### src/rtl/aes128_ctrl_pkg.sv
// Shared types and constants for the AES-128 PRNG-fed encryption controller.
package aes128_ctrl_pkg;

    localparam int SEED_W            = 80;
    localparam int RESEED_PERIOD_DEF = 1024;
    localparam int CNT_W_DEF         = 16;

    typedef enum logic [2:0] {
        ST_NEED_SEED,
        ST_RESEED_START,
        ST_RESEED_WAIT,
        ST_IDLE,
        ST_RUN,
        ST_HOLD
    } state_e;

endpackage

### src/rtl/aes128_prng_ctrl_if.sv
// Host, AES-core and PRNG control signals of the controller, bundled as one interface.
interface aes128_prng_ctrl_if
    import aes128_ctrl_pkg::*;
#(
    parameter int CNT_W = CNT_W_DEF
);
    logic [SEED_W-1:0] host_seed;
    logic              host_seed_valid;
    logic              host_seed_ready;
    logic              host_valid;
    logic              host_ready;
    logic              host_cipher_valid;
    logic              host_cipher_ready;
    logic              aes_valid_in;
    logic              aes_ready;
    logic              aes_cipher_valid;
    logic [SEED_W-1:0] prng_seed;
    logic              prng_start_reseed;
    logic              prng_busy;
    logic              prng_out_valid;
    logic              prng_out_ready;
    logic [CNT_W-1:0]  enc_count;
    logic              need_reseed;
    logic              rnd_err;

    // Controller side.
    modport master (
        input  host_seed, host_seed_valid, host_valid, host_cipher_ready,
               aes_ready, aes_cipher_valid, prng_busy, prng_out_valid,
        output host_seed_ready, host_ready, host_cipher_valid, aes_valid_in,
               prng_seed, prng_start_reseed, prng_out_ready,
               enc_count, need_reseed, rnd_err
    );

    // Host, AES core and PRNG side.
    modport slave (
        output host_seed, host_seed_valid, host_valid, host_cipher_ready,
               aes_ready, aes_cipher_valid, prng_busy, prng_out_valid,
        input  host_seed_ready, host_ready, host_cipher_valid, aes_valid_in,
               prng_seed, prng_start_reseed, prng_out_ready,
               enc_count, need_reseed, rnd_err
    );
endinterface

### src/rtl/aes128_enc_counter.sv
// Saturating count of encryptions since the last reseed, with clear and threshold compare.
module aes128_enc_counter #(
    parameter int CNT_W  = 16,
    parameter int THRESH = 1024
) (
    input  logic             clk,
    input  logic             nrst,
    input  logic             clr_i,
    input  logic             inc_i,
    output logic [CNT_W-1:0] count_o,
    output logic             at_thresh_o
);
    localparam logic [CNT_W-1:0] THRESH_C = CNT_W'(THRESH);

    logic [CNT_W-1:0] count_q;
    logic [CNT_W-1:0] count_d;

    always_comb begin
        // NOTE: every combinationally written signal gets a default first so no latch is inferred.
        count_d = count_q;
        if (clr_i) begin
            count_d = '0;
        end else if (inc_i && (count_q != '1)) begin
            count_d = count_q + 1'b1;
        end
    end

    always_ff @(posedge clk) begin
        // NOTE: state registers use non-blocking assignment so all flops update together.
        if (!nrst) begin
            count_q <= '0;
        end else begin
            count_q <= count_d;
        end
    end

    assign count_o     = count_q;
    assign at_thresh_o = (count_q >= THRESH_C);

endmodule

### src/rtl/aes128_prng_ctrl.sv
// Sequences PRNG reseeds and AES-128 encryptions, enforcing a reseed every RESEED_PERIOD uses.
module aes128_prng_ctrl
    import aes128_ctrl_pkg::*;
#(
    parameter int RESEED_PERIOD = RESEED_PERIOD_DEF,
    parameter int CNT_W         = CNT_W_DEF
) (
    input  logic               clk,
    input  logic               nrst,
    aes128_prng_ctrl_if.master bus
);
    state_e            state_q, state_d;
    logic [SEED_W-1:0] seed_q, seed_d;
    logic              rnd_err_q, rnd_err_d;
    logic              start_q;
    logic              cvalid_q;

    logic              cnt_clr;
    logic              cnt_inc;
    logic              at_thresh;
    logic [CNT_W-1:0]  enc_count;

    logic              need_reseed;
    logic              host_ready;
    logic              accept;
    logic              seed_ready;
    logic              rnd_ready;

    aes128_enc_counter #(
        .CNT_W  (CNT_W),
        .THRESH (RESEED_PERIOD)
    ) u_enc_counter (
        .clk         (clk),
        .nrst        (nrst),
        .clr_i       (cnt_clr),
        .inc_i       (cnt_inc),
        .count_o     (enc_count),
        .at_thresh_o (at_thresh)
    );

    // State register; the pulse outputs are registered from the next state.
    always_ff @(posedge clk) begin
        if (!nrst) begin
            state_q   <= ST_NEED_SEED;
            seed_q    <= '0;
            rnd_err_q <= 1'b0;
            start_q   <= 1'b0;
            cvalid_q  <= 1'b0;
        end else begin
            state_q   <= state_d;
            seed_q    <= seed_d;
            rnd_err_q <= rnd_err_d;
            start_q   <= (state_d == ST_RESEED_START);
            cvalid_q  <= (state_d == ST_HOLD);
        end
    end

    // Next-state logic.
    always_comb begin
        state_d   = state_q;
        seed_d    = seed_q;
        rnd_err_d = rnd_err_q;
        cnt_clr   = 1'b0;
        cnt_inc   = 1'b0;
        unique case (state_q)
            ST_NEED_SEED: begin
                if (bus.host_seed_valid) begin
                    seed_d  = bus.host_seed;
                    state_d = ST_RESEED_START;
                end
            end
            ST_RESEED_START: state_d = ST_RESEED_WAIT;
            ST_RESEED_WAIT: begin
                if (!bus.prng_busy) begin
                    cnt_clr = 1'b1;
                    state_d = ST_IDLE;
                end
            end
            ST_IDLE: begin
                // A pending seed takes priority over an encryption request.
                if (bus.host_seed_valid) begin
                    seed_d  = bus.host_seed;
                    state_d = ST_RESEED_START;
                end else if (accept) begin
                    state_d = ST_RUN;
                end
            end
            ST_RUN: begin
                if (!bus.prng_out_valid) begin
                    rnd_err_d = 1'b1;
                end
                if (bus.aes_cipher_valid) begin
                    cnt_inc = 1'b1;
                    state_d = ST_HOLD;
                end
            end
            ST_HOLD: begin
                if (bus.host_cipher_ready) begin
                    state_d = at_thresh ? ST_NEED_SEED : ST_IDLE;
                end
            end
            default: state_d = ST_NEED_SEED;
        endcase
    end

    // Combinational outputs, forced to their idle values while reset is held.
    always_comb begin
        need_reseed = at_thresh || (state_q == ST_NEED_SEED);
        host_ready  = nrst && (state_q == ST_IDLE) && bus.aes_ready
                      && bus.prng_out_valid && !need_reseed;
        accept      = host_ready && bus.host_valid && !bus.host_seed_valid;
        seed_ready  = !nrst || (state_q == ST_NEED_SEED) || (state_q == ST_IDLE);
        rnd_ready   = accept || (nrst && (state_q == ST_RUN));
    end

    assign bus.host_ready        = host_ready;
    assign bus.host_seed_ready   = seed_ready;
    assign bus.aes_valid_in      = accept;
    assign bus.prng_out_ready    = rnd_ready;
    assign bus.need_reseed       = need_reseed;
    assign bus.prng_seed         = seed_q;
    assign bus.prng_start_reseed = start_q;
    assign bus.host_cipher_valid = cvalid_q;
    assign bus.enc_count         = enc_count;
    assign bus.rnd_err           = rnd_err_q;

endmodule
### src/flat_wrapper.sv
// flat-port wrapper written by rule: the top's interface ports become plain ports
module aes128_prng_ctrl_flat import aes128_ctrl_pkg::*;
#(
    parameter int RESEED_PERIOD = RESEED_PERIOD_DEF,
    parameter int CNT_W         = CNT_W_DEF
)
  (clk, nrst, bus_host_seed, bus_host_seed_valid, bus_host_valid, bus_host_cipher_ready, bus_aes_ready, bus_aes_cipher_valid, bus_prng_busy, bus_prng_out_valid, bus_host_seed_ready, bus_host_ready, bus_host_cipher_valid, bus_aes_valid_in, bus_prng_seed, bus_prng_start_reseed, bus_prng_out_ready, bus_enc_count, bus_need_reseed, bus_rnd_err);
  aes128_prng_ctrl_if #(.CNT_W(CNT_W)) bus_i ();
  input  logic clk;
  input  logic nrst;
  input wire logic [$bits(bus_i.host_seed)-1:0] bus_host_seed;
  input wire logic [$bits(bus_i.host_seed_valid)-1:0] bus_host_seed_valid;
  input wire logic [$bits(bus_i.host_valid)-1:0] bus_host_valid;
  input wire logic [$bits(bus_i.host_cipher_ready)-1:0] bus_host_cipher_ready;
  input wire logic [$bits(bus_i.aes_ready)-1:0] bus_aes_ready;
  input wire logic [$bits(bus_i.aes_cipher_valid)-1:0] bus_aes_cipher_valid;
  input wire logic [$bits(bus_i.prng_busy)-1:0] bus_prng_busy;
  input wire logic [$bits(bus_i.prng_out_valid)-1:0] bus_prng_out_valid;
  output wire logic [$bits(bus_i.host_seed_ready)-1:0] bus_host_seed_ready;
  output wire logic [$bits(bus_i.host_ready)-1:0] bus_host_ready;
  output wire logic [$bits(bus_i.host_cipher_valid)-1:0] bus_host_cipher_valid;
  output wire logic [$bits(bus_i.aes_valid_in)-1:0] bus_aes_valid_in;
  output wire logic [$bits(bus_i.prng_seed)-1:0] bus_prng_seed;
  output wire logic [$bits(bus_i.prng_start_reseed)-1:0] bus_prng_start_reseed;
  output wire logic [$bits(bus_i.prng_out_ready)-1:0] bus_prng_out_ready;
  output wire logic [$bits(bus_i.enc_count)-1:0] bus_enc_count;
  output wire logic [$bits(bus_i.need_reseed)-1:0] bus_need_reseed;
  output wire logic [$bits(bus_i.rnd_err)-1:0] bus_rnd_err;
  assign bus_i.host_seed = bus_host_seed;
  assign bus_i.host_seed_valid = bus_host_seed_valid;
  assign bus_i.host_valid = bus_host_valid;
  assign bus_i.host_cipher_ready = bus_host_cipher_ready;
  assign bus_i.aes_ready = bus_aes_ready;
  assign bus_i.aes_cipher_valid = bus_aes_cipher_valid;
  assign bus_i.prng_busy = bus_prng_busy;
  assign bus_i.prng_out_valid = bus_prng_out_valid;
  assign bus_host_seed_ready = bus_i.host_seed_ready;
  assign bus_host_ready = bus_i.host_ready;
  assign bus_host_cipher_valid = bus_i.host_cipher_valid;
  assign bus_aes_valid_in = bus_i.aes_valid_in;
  assign bus_prng_seed = bus_i.prng_seed;
  assign bus_prng_start_reseed = bus_i.prng_start_reseed;
  assign bus_prng_out_ready = bus_i.prng_out_ready;
  assign bus_enc_count = bus_i.enc_count;
  assign bus_need_reseed = bus_i.need_reseed;
  assign bus_rnd_err = bus_i.rnd_err;
  aes128_prng_ctrl #(.RESEED_PERIOD(RESEED_PERIOD), .CNT_W(CNT_W)) u_core (.clk(clk), .nrst(nrst), .bus(bus_i));
endmodule
### config.mk
export PLATFORM = sky130hd
export DESIGN_NAME = aes128_prng_ctrl_flat
export DESIGN_NICKNAME = d
export VERILOG_FILES = /design/src/rtl/aes128_ctrl_pkg.sv /design/src/rtl/aes128_prng_ctrl_if.sv /design/src/rtl/aes128_enc_counter.sv /design/src/rtl/aes128_prng_ctrl.sv /design/src/flat_wrapper.sv
export SDC_FILE = /design/constraint.sdc
export NUM_CORES = 1
export LEC_CHECK = 0
export ABC_AREA = 0
export CORE_MARGIN = 2
export CORE_UTILIZATION = 41
export CTS_CLUSTER_SIZE = 14
export DETAILED_ROUTE_END_ITERATION = 16
export MAX_ROUTING_LAYER = met4
export PLACE_DENSITY = 0.78
export RECOVER_POWER = 50
export SLEW_MARGIN = 0
export SYNTH_ARGS = -nofsm -noshare
export SYNTH_HDL_FRONTEND = slang
export SYNTH_SLANG_ARGS = --single-unit
### constraint.sdc
create_clock -name clk -period 1.95 [get_ports clk]
set_input_delay 0.2925 -clock clk [delete_from_list [all_inputs] [get_ports clk]]
set_output_delay 0.2925 -clock clk [all_outputs]
set_load 0.05 [all_outputs]
Fig. 1: run 1, register map, names as in the netlist
Other sequential cells in the stronger grey, the rest of the logic in the fainter grey.
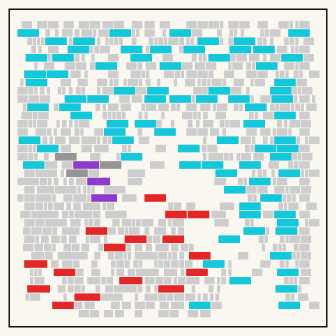
Cyan is u_core.bus.prng_seed, flops 80. Red is u_core.u_enc_counter.count_o, flops 16. Purple is u_core.state_q, flops 3.

Fig. 2: run 1, M1 wires
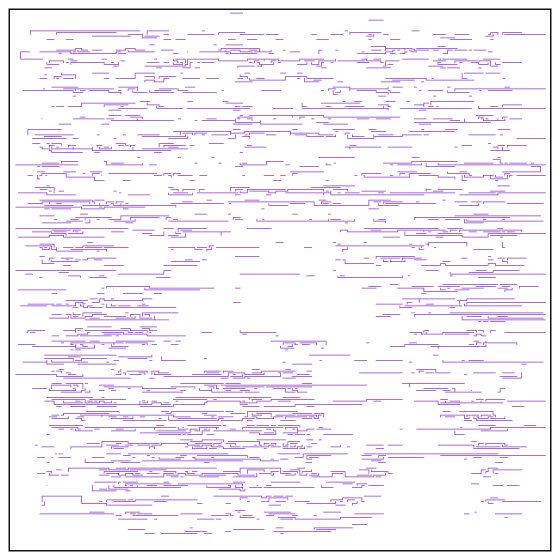
The longest straight run is 28.1 um. The wires run mostly horizontal. 700 nets have wire on it. The layer holds 42% of the routed length.
overall routed net length: 12.43 mm
vias post-DR: 4,240
met1 Use GR: 27.56%

Fig. 3: run 1, placement density heat map
10 x 10 tiles, from white (low) to dark blue (high), 0 to 100% covered.
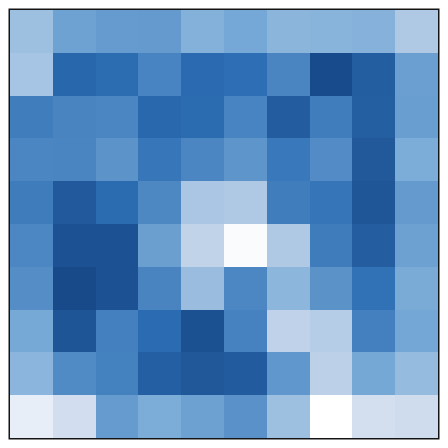
The densest ninth of the die: left middle. The mean over all tiles is 59%. 24% of the tiles are over 75% full.
fp_density: 42.06%
post-layout utilization of the core: 67.14%
CORE AREA: 9774 sq um

Fig. 4: run 1, met2 routing
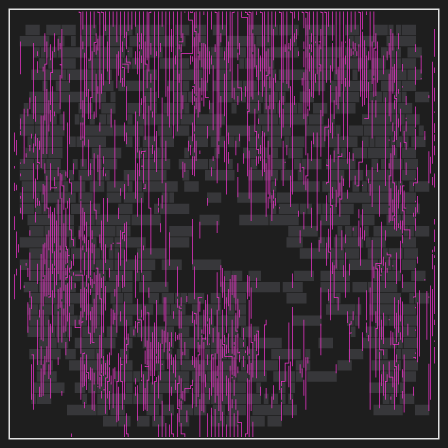
The layer carries 6,310 um of wire. The layer holds 51% of the routed length.
met2 Usage GRT: 39.05%

==> design notes, run 1 <==
The clock network power reported by the tool is 1280 uW. In this run, post-CTS hold repair placed 0 buffers. The flow ran to the end, but the final reports show violations.

Routed via count divided by cell count: 5.054. Per the placement log, port buffering inserted 192 buffers. OpenROAD reports that the post-layout worst path occupies 100.1% of the period. TritonCTS built the clock tree.

The measured slew at the worst slew-check pin is 0.8526 ns. The signal on the critical path passes through nor4_4 > and4_4 > a21o_4 > buf_12. With the proportion of register bits with asynchronous set or reset after synthesis at 0%, the met3 routing resource usage after global routing is 4.135%. Final period demand of the worst path: 1.951 ns. After detailed routing, no signal wire sits above met4. The tree is rooted in a sky130_fd_sc_hd__clkbuf_8. The most common flop cell mapped by yosys is sky130_fd_sc_hd__dfxtp_1. The run gives 223 for the starting DRC count in detailed routing. Setup repair after global routing could not meet its margin everywhere.

The clock transition time at the flip-flop clock pins of the worst setup and hold paths came out at 0.11 ns. The post-synthesis sequential element count is 102. The run gives 793 as the number of nets in the finished design. TritonCTS created 9 clock buffers. The number of failing setup endpoints in the final timing report came out at 2. The largest share of the power goes to sequential cells. Across the routed clock network, the largest skew measured is 0.02034 ns.

Measured against the total synthesized area, the mux share comes to 0.9738%. Summing the sequential cell areas from Yosys gives 49.67% of the chip area. The tools report the synthesized netlist cell count as 508.

The critical path in this run is classified as reg2out. Nets still carrying antenna violations after routing amount to 0. The final antenna diode tally reported by the flow is 0. The run gives -0.002024 ns for the total negative slack. The tools report the power in sequential cells as 2480 uW.

With the number of library cell types mapped by synthesis at 50, the cell depth of the worst min-delay path is 2. The filler cells instantiated in the layout total 790. Leaving out fill and tap cells, the most frequent cells in the layout are sky130_fd_sc_hd__nand2_1 (175), sky130_fd_sc_hd__clkdlybuf4s50_1 (174), sky130_fd_sc_hd__dfxtp_1 (94). The clock sink total came out at 102. The first global-routing pass estimated 19.89 mm of wire.

Of the total synthesized cell area, the portion taken by AND, OR, NAND and NOR gates is 28.03%. The final reports fail on negative setup slack. The tools report the final worst slack as -0.001190 ns. The post-placement cell area is 6285 sq um. In this run the critical register-to-register path is launched from u_core.u_enc_counter.count_o[15]. The path with the worst hold slack has its endpoint at u_core.bus.prng_seed[50].

Timing analysis after detailed placement gives a worst setup slack of -0.1051 ns. With the number of flip-flops in the largest register at 80, the first-pass iteration count of the detailed router is 4. After detailed routing, the wire length on met1 is 5.249 mm. For the number of warnings reported in the yosys synthesis log, the log shows 0.
-- run 1: worst max-delay path by stage --
stage | end | slack [ns]
6_report | bus_prng_out_ready | -0.001
4_1_cts | bus_prng_out_ready | -0.009
3_5_place_dp | bus_prng_out_ready | -0.11
2_1_floorplan | bus_need_reseed | -0.12
3_3_place_gp | bus_prng_out_ready | 0.03
5_1_grt | bus_aes_valid_in | -0.05
-- run 1: layout make-up --
type,instances,area (sq um),share of cell area (%)
clock buffers,10,137.6,2.097
multi-input cells,366,1946,29.65
repair buffers,215,2167,33.02
clock inverters,5,53.80,0.8198
flip-flops and latches,102,2062,31.42
inverters,8,30.03,0.4576
well taps,133,166.4,2.536
==> run 2, diff against run 1 <==
--- a/config.mk
+++ b/config.mk
@@ -6,6 +6,7 @@
 export NUM_CORES = 1
 export LEC_CHECK = 0
 export ABC_AREA = 0
+export CAP_MARGIN = 20
 export CORE_MARGIN = 2
 export CORE_UTILIZATION = 41
 export CTS_CLUSTER_SIZE = 14
Fig. 5: run 2, register map, names as in the netlist
Other sequential cells in the stronger grey, the rest of the logic in the fainter grey.
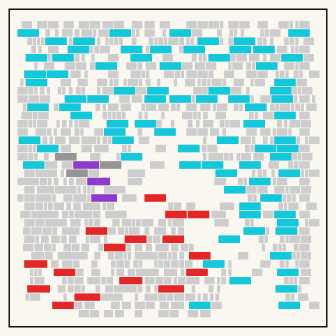
Purple is u_core.state_q, flops 3. Red is u_core.u_enc_counter.count_o, flops 16. Cyan is u_core.bus.prng_seed, flops 80.
Another 3 sequential cells are not coloured.

Fig. 6: run 2, placement density heat map
10 x 10 tiles, from white (low) to dark blue (high), 0 to 100% covered.
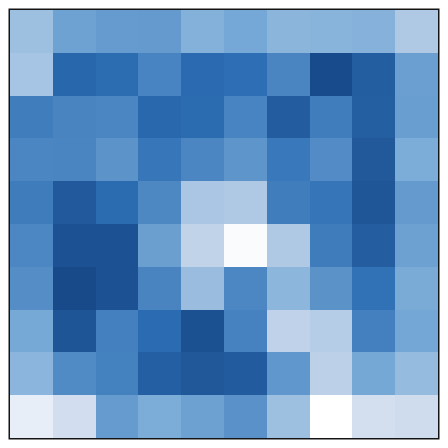
The emptiest ninth of the die: bottom right. The mean over all tiles is 59%. The fullest tile reaches 90%. 24% of the tiles are over 75% full. 1.0% of the tiles are nearly empty.

==> design notes, run 2 <==
The startpoint of the lowest-slack register-to-register path was u_core.u_enc_counter.count_o[15] (unchanged). The number of nets in the finished design came out at 793 (unchanged). The cell area after placement is 6285 sq um (unchanged), and the worst slack at placement is -0.1051 ns (unchanged). The flow ran to the end, but the final reports show violations.

With the count of hold-fix buffers inserted at cts at 0 (unchanged), the sequential cell area is 2062 sq um (unchanged). Violations in the final reports: negative setup slack (unchanged). The run gives 12.43 mm (unchanged) for the post-detailed-routing wire length. The critical setup path kind is reg2out (unchanged).

The measured slew at the worst slew-check pin works out to 0.8526 ns (unchanged). The worst hold path endpoint is u_core.bus.prng_seed[50] (unchanged). With the total negative slack at -0.002024 ns (unchanged), the final core utilization is 67.14% (unchanged). Post-synthesis sequential element count: 102 (unchanged). The portion of the post-synthesis area used by sequential elements is 49.67% (unchanged).

The number of clock buffers in the layout is 10 (unchanged), and the multi-input logic portion of the cell area is 29.65% (unchanged). Final period demand of the worst path: 1.951 ns (unchanged). The run gives 42.06% (unchanged) for the floorplan utilization. The run gives 2 (unchanged) as the number of failing setup endpoints in the final timing report. The dominant kind of cell was non-clock buffers (unchanged). The run gives 133 (unchanged) for the well tap count. The tools report the root buffer selected by CTS as sky130_fd_sc_hd__clkbuf_8 (unchanged).

The tally of filler cells in the layout is 790 (unchanged). The starting DRC count in detailed routing is 223 (unchanged). The number of logic gates came out at 366 (unchanged). The final worst slack is -0.001190 ns (unchanged). With the routed via count divided by cell count at 5.054 (unchanged), the number of flip-flops in the largest register is 80 (unchanged). The total number of vias is 4,240 (unchanged). The clock transition time at the flip-flop clock pins of the worst setup and hold paths was 0.11 ns (about the same). The logs give 50 (unchanged) for the number of library cell types mapped by synthesis and 5.249 mm (unchanged) for the met1 layer wirelength in the final routing.

The tools report the worst setup path endpoint as bus_prng_out_ready (unchanged).
-- run 2: cell counts after synthesis --
No cell type changed its count.
-- run 2: where the power goes --
group	total, uW	internal (uW)	switching, uW
sequential	2480	2330	150
combinational	2460	884	1580
clock	1280	523	756
total	6230	3740	2490
-- run 2: cell families after synthesis --
family | Yosys count
xor gates and xnor gates | 1
and+or+nand+nor | 241
buffers and inverters | 40
adders and majority gates | 2
muxes | 4
AOI/OAI and AO/OA | 118
DFF | 102
-- run 2: critical path, cell delays in order, from the launching register on --
cell and delay, ns:
sky130_fd_sc_hd__dfxtp_4 0.37, sky130_fd_sc_hd__nor4_4 0.39, sky130_fd_sc_hd__and4_4 0.31, sky130_fd_sc_hd__a21o_4 0.11, sky130_fd_sc_hd__buf_12 0.12
Fig. 7: run 2, met2 routing
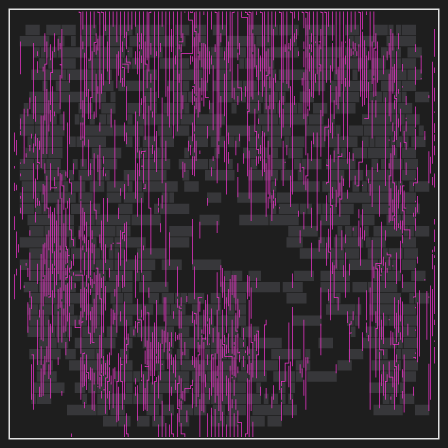

==> run 3, diff against run 2 <==
--- a/config.mk
+++ b/config.mk
@@ -8,11 +8,12 @@
 export ABC_AREA = 0
 export CAP_MARGIN = 20
 export CORE_MARGIN = 2
-export CORE_UTILIZATION = 41
+export CORE_UTILIZATION = 58
 export CTS_CLUSTER_SIZE = 14
 export DETAILED_ROUTE_END_ITERATION = 16
+export DONT_BUFFER_PORTS = 1
 export MAX_ROUTING_LAYER = met4
-export PLACE_DENSITY = 0.78
+export PLACE_DENSITY = 0.72
 export RECOVER_POWER = 50
 export SLEW_MARGIN = 0
 export SYNTH_ARGS = -nofsm -noshare
Fig. 8: run 3, met2 routing
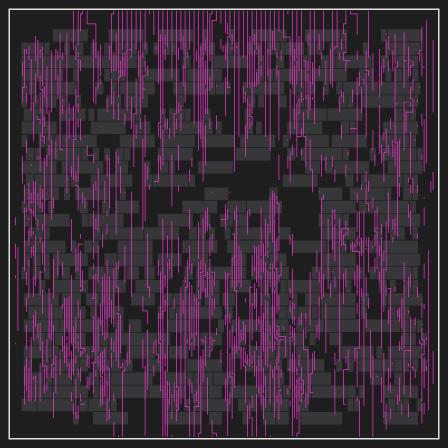
The wires run mostly vertical. 493 nets have wire on it. The layer holds 48% of the routed length. The longest straight run is 40.1 um.
vias post-DR: 3,577
met2 Usage GRT: 40.05%
overall routed net length: 9.966 mm

==> design notes, run 3 <==
The buffer and inverter count on the worst path came out at 0 (was 1). The logs give 0 ns (was -0.002024 ns) for the total negative slack and 0.02673 ns (was -0.001190 ns) for the final worst slack. The logs give 50 (unchanged) for the number of library cell types mapped by synthesis and 3340 uW (was 2480 uW) for the power in sequential cells.

The final period demand of the worst path works out to 1.923 ns (was 1.951 ns). Setup repair after global routing could not meet its margin everywhere. The power share of the combinational group came out at 17.3% (was 39.6%). Worst-path cell chain: nor4_4 > and4_4 > a21o_4 (was nor4_4 > and4_4 > a21o_4 > buf_12). The floorplan utilization is 60.18% (was 42.06%), and the inverter count of the layout excluding clock inverters is 8 (unchanged). The cell depth of the worst min-delay path was 2 (unchanged); the proportion of register bits with asynchronous set or reset after synthesis was 0% (unchanged). The logs give 2377 uW (was 2487 uW) for the switching power and 1943 sq um (was 1946 sq um) for the area of combinational cells with multiple inputs.

The cell type group with the largest total delay on the critical path is simple AND/OR/NAND/NOR gates (unchanged). Most frequent logic cells in the routed design: sky130_fd_sc_hd__nand2_1 (175), sky130_fd_sc_hd__dfxtp_1 (95), sky130_fd_sc_hd__a21oi_1 (91) (was sky130_fd_sc_hd__nand2_1 (175), sky130_fd_sc_hd__clkdlybuf4s50_1 (174), sky130_fd_sc_hd__dfxtp_1 (94)). For the fraction of power consumed by sequential logic, the log shows 60.1% (was 39.9%). For the clock skew after layout, the log shows 0.01281 ns (was 0.02034 ns). The flow ran to the end, and the final reports show no timing, DRC or antenna violations. TritonCTS built the clock tree. The tools report the root buffer selected by CTS as sky130_fd_sc_hd__clkbuf_8 (unchanged). The number of flip-flops in the largest register was 80 (unchanged); the remaining number of nets flagged by the antenna check after routing was 0 (unchanged). The fraction of area in registers works out to 44.04% (was 31.42%). For the starting DRC count in detailed routing, the log shows 135 (was 223). The buffer count excluding the clock tree in the final layout was 39 (was 215). Most common flop cell mapped by yosys: sky130_fd_sc_hd__dfxtp_1 (unchanged). The run gives 102 (unchanged) for the clock sink total. The well tap count was 96 (was 133).

Startpoint of the lowest-slack register-to-register path: u_core.u_enc_counter.count_o[5] (was u_core.u_enc_counter.count_o[15]). The power consumed by the clock network is 1260 uW (was 1280 uW), and the routed via count divided by cell count is 5.705 (was 5.054). The net switching fraction of the power was 42.71% (was 39.94%). The worst setup path endpoint was bus_prng_out_ready (unchanged). The multi-input logic portion of the cell area is 41.58% (was 29.65%), and the sequential cell area is 2058 sq um (was 2062 sq um).

The dominant kind of cell is flip-flops and latches (was non-clock buffers). The number of nets in the finished design was 617 (was 793). The core area is 6832 sq um (was 9774 sq um). The logic depth of the worst setup path including buffers is 3 (was 4).

Post-layout period usage of the worst path: 98.63% (was 100.1%). The critical setup path kind is reg2out (unchanged). The tools report the worst hold path endpoint as u_core.bus.prng_seed[77] (was u_core.bus.prng_seed[50]). For the portion of the post-synthesis area used by sequential elements, the log shows 49.67% (unchanged). The clock transition time at the flip-flop clock pins of the worst setup and hold paths was 0.11 ns (about the same). The run gives 22.6% (was 20.5%) as the power share of the clock group. The power group with the largest share was sequential cells (unchanged).
Fig. 9: run 3, cell outlines without signal wires
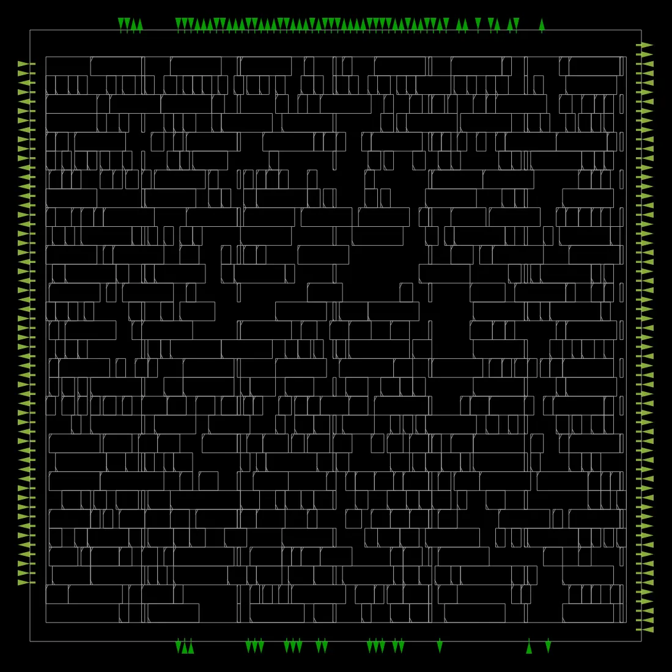
number of rows in the core area: 30
Seq Cell Count: 102
post-layout utilization of the core: 68.41%
number of fillers in the final layout: 606

run 3: cell counts after synthesis:
Identical to the previous run, type by type.
run 3: routing by layer:
layer / global-route usage [%] / wire [um]
met4: 8.815 / 142
met5: - / 0
met3: 7.823 / 1026
met1: 29.44 / 3976
met2: 40.05 / 4820
run 3: timing repair:
action / CTS / global route
hold buffers: 0 / 0
setup buffers: 1 / 4
setup endpoints to repair: 4 / 4
pin swaps: 5 / 3
endpoints found under the hold margin: 0 / 0
resized: 8 / 5
run 3: cell families after synthesis:
family	count (synthesis)	synth area share, %
multiplexers	4	0.9739
AND-OR/OR-AND	118	16.19
XOR/XNOR	1	0.2131
adder cells (fa/ha/maj)	2	0.6085
AND/OR/NAND/NOR	241	28.03
buffers and inverters	40	4.321
flip-flops	102	49.67
Power is estimated from default activity; no workload was simulated.
